**config.mk**
```make
export PLATFORM = sky130hd
export DESIGN_NAME = prism_cfg_sequencer
export DESIGN_NICKNAME = d
export VERILOG_FILES = /design/src/rtl/prism_cfg_sequencer.sv
export SDC_FILE = /design/constraint.sdc
export NUM_CORES = 1
export LEC_CHECK = 0
export CORE_UTILIZATION = 55
export CTS_BUF_LIST = sky130_fd_sc_hd__clkbuf_4 sky130_fd_sc_hd__clkbuf_8 sky130_fd_sc_hd__clkbuf_16
export DETAILED_ROUTE_END_ITERATION = 8
export PLACE_DENSITY = 0.8
export SYNTH_ARGS = -nofsm -noshare
export SYNTH_HDL_FRONTEND = slang
export SYNTH_SLANG_ARGS = --single-unit
```
**constraint.sdc**
```tcl
create_clock -name clk -period 3.6 [get_ports clk]
set_clock_uncertainty 0.05 [all_clocks]
set_input_delay 0.72 -clock clk [delete_from_list [all_inputs] [get_ports clk]]
set_output_delay 0.72 -clock clk [all_outputs]
set_load 0.01 [all_outputs]
```
**src/rtl/prism_cfg_sequencer.sv**
```systemverilog
// rtl/prism_cfg_sequencer.sv - PRISM configuration load sequencer
// Queues (addr, data) words, then halts PRISM, streams them into its debug port and re-enables it.
module prism_cfg_sequencer #(
   parameter int DEPTH        = 4,
   parameter int RESET_CYCLES = 2
) (
   input  logic                    clk,
   input  logic                    rst_n,
   input  logic                    push_valid,
   output logic                    push_ready,
   input  logic [5:0]              push_addr,
   input  logic [31:0]             push_data,
   input  logic                    start,
   input  logic                    abort,
   input  logic                    auto_enable,
   input  logic                    irq_clear,
   output logic                    debug_reset,
   output logic                    fsm_enable,
   output logic                    debug_wr,
   output logic [5:0]              debug_addr,
   output logic [31:0]             debug_wdata,
   output logic                    busy,
   output logic [$clog2(DEPTH):0]  fifo_level,
   output logic                    done_irq
);

   localparam int AW = $clog2(DEPTH);

   localparam logic [1:0] S_IDLE = 2'd0;
   localparam logic [1:0] S_RST  = 2'd1;
   localparam logic [1:0] S_WR   = 2'd2;
   localparam logic [1:0] S_FIN  = 2'd3;

   logic [1:0]    state;
   logic [3:0]    rst_cnt;
   logic          en_latch;

   logic [37:0]   mem [DEPTH];
   logic [AW-1:0] wr_ptr;
   logic [AW-1:0] rd_ptr;
   logic [AW:0]   level;
   logic [37:0]   head;
   logic          full;
   logic          push_fire;
   logic          pop_fire;

   assign full       = (level == (AW+1)'(DEPTH));
   assign push_ready = !full;
   // abort discards a same-cycle push as well as the queued entries
   assign push_fire  = push_valid && push_ready && !abort;
   assign pop_fire   = (state == S_WR) && !abort;

   assign head        = mem[rd_ptr];
   assign debug_addr  = head[37:32];
   assign debug_wdata = head[31:0];
   assign debug_wr    = (state == S_WR);
   assign debug_reset = (state == S_RST) || (state == S_WR);
   assign busy        = (state != S_IDLE);
   assign fifo_level  = level;

   always_ff @(posedge clk) begin
      if (push_fire) begin
         mem[wr_ptr] <= {push_addr, push_data};
      end
   end

   always_ff @(posedge clk or negedge rst_n) begin
      if (!rst_n) begin
         wr_ptr <= '0;
         rd_ptr <= '0;
         level  <= '0;
      end else if (abort) begin
         wr_ptr <= '0;
         rd_ptr <= '0;
         level  <= '0;
      end else begin
         if (push_fire) begin
            wr_ptr <= wr_ptr + AW'(1);
         end
         if (pop_fire) begin
            rd_ptr <= rd_ptr + AW'(1);
         end
         if (push_fire && !pop_fire) begin
            level <= level + (AW+1)'(1);
         end else if (pop_fire && !push_fire) begin
            level <= level - (AW+1)'(1);
         end
      end
   end

   always_ff @(posedge clk or negedge rst_n) begin
      if (!rst_n) begin
         state      <= S_IDLE;
         rst_cnt    <= '0;
         en_latch   <= 1'b0;
         fsm_enable <= 1'b0;
      end else if (abort) begin
         state      <= S_IDLE;
         fsm_enable <= 1'b0;
      end else begin
         case (state)
            S_IDLE: begin
               if (start) begin
                  state      <= S_RST;
                  rst_cnt    <= 4'(RESET_CYCLES - 1);
                  en_latch   <= auto_enable;
                  fsm_enable <= 1'b0;
               end
            end
            S_RST: begin
               if (rst_cnt == 4'd0) begin
                  state <= (level != '0) ? S_WR : S_FIN;
               end else begin
                  rst_cnt <= rst_cnt - 4'd1;
               end
            end
            S_WR: begin
               // a push landing on the last pop keeps the stream going
               if (level == (AW+1)'(1) && !push_fire) begin
                  state <= S_FIN;
               end
            end
            default: begin
               state      <= S_IDLE;
               fsm_enable <= en_latch;
            end
         endcase
      end
   end

   always_ff @(posedge clk or negedge rst_n) begin
      if (!rst_n) begin
         done_irq <= 1'b0;
      end else if (state == S_FIN && !abort) begin
         done_irq <= 1'b1;
      end else if (irq_clear) begin
         done_irq <= 1'b0;
      end
   end

endmodule

```
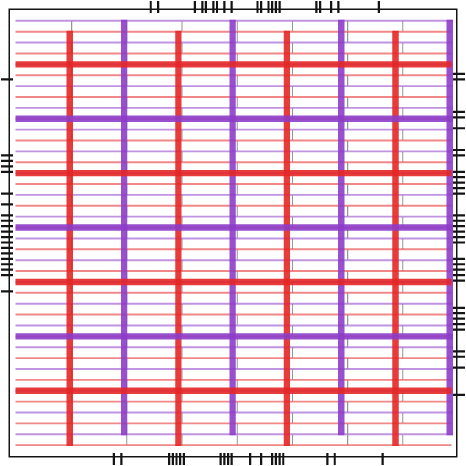
run_1/pdn.png
Scale: 4 px per µm. Pins as bars on the die edge. Tap cells in grey.
- VSS: red
- VDD: purple
- met5 straps: 7
- rows: 39
- signal pins: 92
Core Area: 0.01156 mm²
Die W: 111.5 µm
die height: 111.5 µm
IR drop worst, VDD: 0.0003551 V

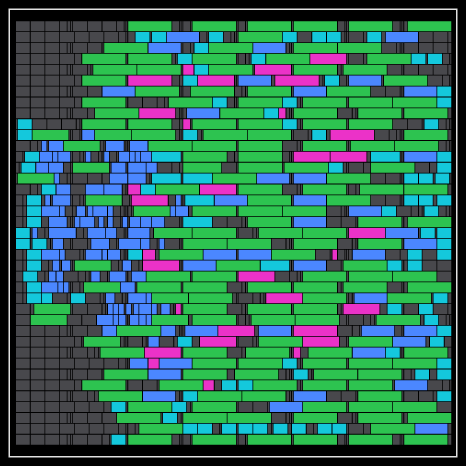
run_1/cell_classes.png
Scale: 4 px per µm. Fill, decap, tap and diode cells in grey.
- clock drivers and dummy loads: magenta (cells 31; share of their area 7.4%)
- all other logic: blue (cells 131; share of their area 19%)
- other buffers and delay cells: cyan (cells 99; share of their area 13%)
- flops: green (cells 168; share of their area 61%)
num rows: 39
fin util: 72.42%
Seq area share: 59.31%

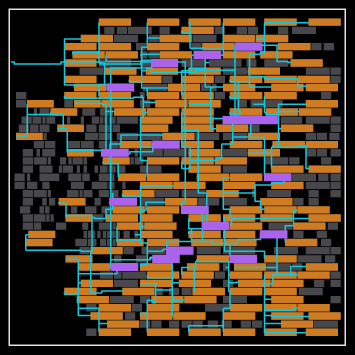
run_1/clock_map.png
Scale: 3 px per µm.
- flip-flops: orange (count 168)
- clock wires: cyan (length 1830 µm)
- cells driving clock nets: purple (count 17)
- routed clock nets: 18
- flops lie: all over the die
Clock power frac: 34.0%
Late-Pin Clk Latency: 0.41 ns
clk pwr: 1870 µW

==> ci_impl_report.md, run 1 <==
### Flow metrics

| Metric | Value |
|---|---|
| CTS Sinks | 168 |
| Commonest non-fill, non-tap cells in the layout | edfxtp_1, clkdlybuf4s50_1, mux4_2, clkbuf_16, ha_1 |
| Failing checks | DRC |
| Clock-pin slew on the worst setup and hold paths | 0.06 ns |
| Vias per inst | 5.865 |
| Logic gate share of total power | 22.7% |
| N_diodes | 0 |
| Top Layer Used | met4 |
| Remaining routing DRC violations | 10 |
| Post-CTS Setup Inserts | 0 |
| Buffers, non-clock | 99 |
| Met3 WL | 781 µm |
| Ys cells | 311 |
| WL final | 12600 µm |
| GR peak layer | met2 |
| First-pass GRT wire length | 20040 µm |
| Critical path depth | 3 |
| Final worst setup slack | 0.4711 ns |
| DRT antenna net count | 0 |
| Seq power | 2390 µW |
| Non-Clock Buffer Area Fraction | 12.64% |
| Ys flop type | edfxtp_1 |
| EDFF count, synth | 152 |
| Initial DRC count | 356 |
| CTS root buf | clkbuf_16 |
| Fmax | 319.6 MHz |
| Non-Filler Instances | 572 |
| R2R depth | 5 |
| IO Pins | 92 |
| TNS Setup | 0 ns |
| R2R setup slack | 1.32 ns |
| GRT met2 Usage | 34.42% |
| Outcome | finished with violations |
| Layout cell share with drive strength beyond 1 | 20.05% |
| Via count | 3355 |
| R2r startpoint | fifo_level[0] |
| Cell variety after synth | 35 |
| Final Cell Area | 0.008376 mm² |
| Multi-input gate area | 0.001521 mm² |
| Post-Synthesis Cells | 311 |
| Power Total | 5505 µW |
| Post-CTS Resized | 0 |
| Inst Count DP | 541 |
| Met1 Routed Length | 5469 µm |
==> run 1 -> run 2 <==
CTS_BUF_LIST = default   (was sky130_fd_sc_hd__clkbuf_4 sky130_fd_sc_hd__clkbuf_8 sky130_fd_sc_hd__clkbuf_16)
SKIP_CTS_REPAIR_TIMING = 1   (was default)
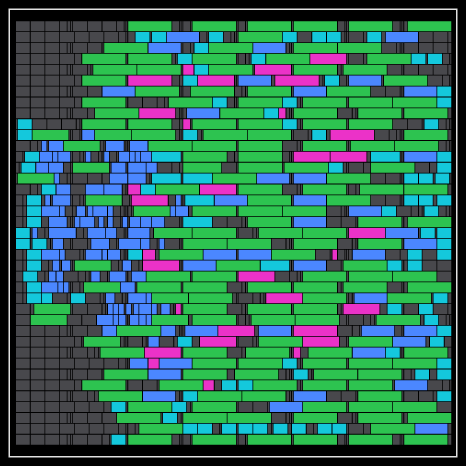
run_2/cell_classes.png
Scale: 4 px per µm. Fill, decap, tap and diode cells in grey.
- other buffers and delay cells: cyan (cells 99; share of their area 13%)
- all other logic: blue (cells 131; share of their area 19%)
- clock drivers and dummy loads: magenta (cells 31; share of their area 7.4%)
- flops: green (cells 168; share of their area 61%)
Final Cell Area: 0.008376 mm²

==> run 2 against run 1 <==
The flow still finishes with violations (DRC). Area after synthesis stayed put. Maximum frequency stayed put. Non-clock buffer count is the same. Via count did not move. Global-route usage unchanged. Combinational power hardly changed. Routed wire length unchanged. Utilization unchanged. Design area unchanged. Synthesized cell count did not move. Setup slack is the same. Critical endpoint unchanged. Largest power group unchanged.
==> ci_impl_report.md, run 2 <==
### Flow metrics

| Metric | Value |
|---|---|
| Fmax | 319.6 MHz (unchanged) |
| Power Total | 5505 µW (unchanged) |
| IO Pins | 92 (unchanged) |
| CTS root buf | clkbuf_16 |
| Inst Count DP | 541 (unchanged) |
| Cell variety after synth | 35 (unchanged) |
| Clock power frac | 34.0% (about the same) |
| Late-Pin Clk Latency | 0.41 ns (about the same) |
| CTS Sinks | 168 (unchanged) |
| Buffers, non-clock | 99 (unchanged) |
| Final worst setup slack | 0.4711 ns (unchanged) |
| N_diodes | 0 (unchanged) |
| Ys flop type | edfxtp_1 |
| Failing checks | DRC |
| Die W | 111.5 µm (unchanged) |
| Remaining routing DRC violations | 10 (unchanged) |
| Die height | 111.5 µm (unchanged) |
| R2R depth | 5 (unchanged) |
| Post-Synthesis Cells | 311 (unchanged) |
| Ys cells | 311 (unchanged) |
| Multi-input gate area | 0.001521 mm² (unchanged) |
| Fin util | 72.42% (unchanged) |
| R2r startpoint | fifo_level[0] |
| Initial DRC count | 356 (unchanged) |
| Core Area | 0.01156 mm² (unchanged) |
| GR peak layer | met2 |
| Seq area share | 59.31% (unchanged) |
| GRT met2 Usage | 34.42% (unchanged) |
| Via count | 3355 (unchanged) |
| Logic gate share of total power | 22.7% (about the same) |
| Clock-pin slew on the worst setup and hold paths | 0.06 ns (about the same) |
| Met3 WL | 781 µm (unchanged) |
| Clk pwr | 1870 µW (about the same) |
| Layout cell share with drive strength beyond 1 | 20.05% (unchanged) |
| Non-Clock Buffer Area Fraction | 12.64% (unchanged) |
| Seq power | 2390 µW (about the same) |
| WL final | 12600 µm (unchanged) |
| First-pass GRT wire length | 20040 µm (unchanged) |
| Outcome | finished with violations |
| DRT antenna net count | 0 (unchanged) |
| TNS Setup | 0 ns (unchanged) |
| Critical path depth | 3 (unchanged) |
| R2R setup slack | 1.32 ns (about the same) |
==> run 2 -> run 3 <==
CAP_MARGIN = 15   (was default)
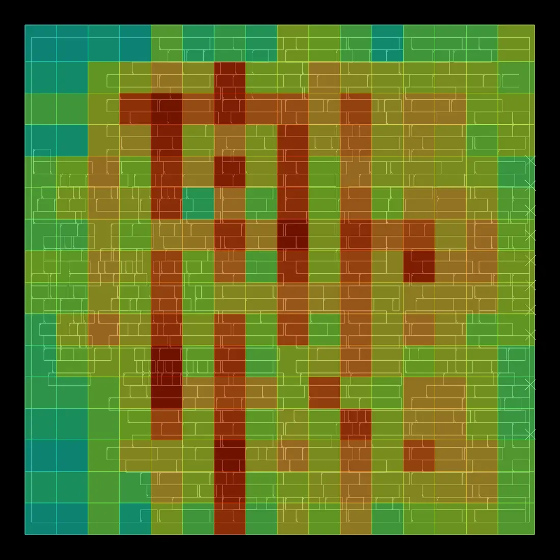
run_3/final_congestion.png
routed len/inst: 22.02 µm
global routing usage on met3: 5.335%
met1 usage: 30.65%
GR peak layer: met2

==> run 3 against run 2 <==
The flow still finishes with violations (DRC). Sequential power barely moved. Sequential share of layout area did not move. Synthesized cell count did not move. Clock power barely moved. Critical path type unchanged. Critical endpoint unchanged.
==> ci_impl_report.md, run 3 <==
### Flow metrics

| Metric | Value |
|---|---|
| Fin util | 72.42% (unchanged) |
| Layout cell share with drive strength beyond 1 | 20.05% (unchanged) |
| Initial DRC count | 356 (unchanged) |
| Die W | 111.5 µm (unchanged) |
| Failing checks | DRC |
| Met3 WL | 781 µm (unchanged) |
| DRT antenna net count | 0 (unchanged) |
| Multi-input gate area | 0.001521 mm² (unchanged) |
| Clk pwr | 1870 µW (about the same) |
| Seq area share | 59.31% (unchanged) |
| CTS Sinks | 168 (unchanged) |
| WL final | 12600 µm (unchanged) |
| Outcome | finished with violations |
| Inst Count DP | 541 (unchanged) |
| Buffers, non-clock | 99 (unchanged) |
| R2r startpoint | fifo_level[0] |
| Remaining routing DRC violations | 10 (unchanged) |
| GRT met2 Usage | 34.42% (unchanged) |
| Core Area | 0.01156 mm² (unchanged) |
| Non-Clock Buffer Area Fraction | 12.64% (unchanged) |
| Ys cells | 311 (unchanged) |
| R2R depth | 5 (unchanged) |
| Die height | 111.5 µm (unchanged) |
| Logic gate share of total power | 22.7% (about the same) |
| Critical path depth | 3 (unchanged) |
| Fmax | 319.6 MHz (unchanged) |
| Seq power | 2390 µW (about the same) |
Power is estimated from default activity; no workload was simulated.
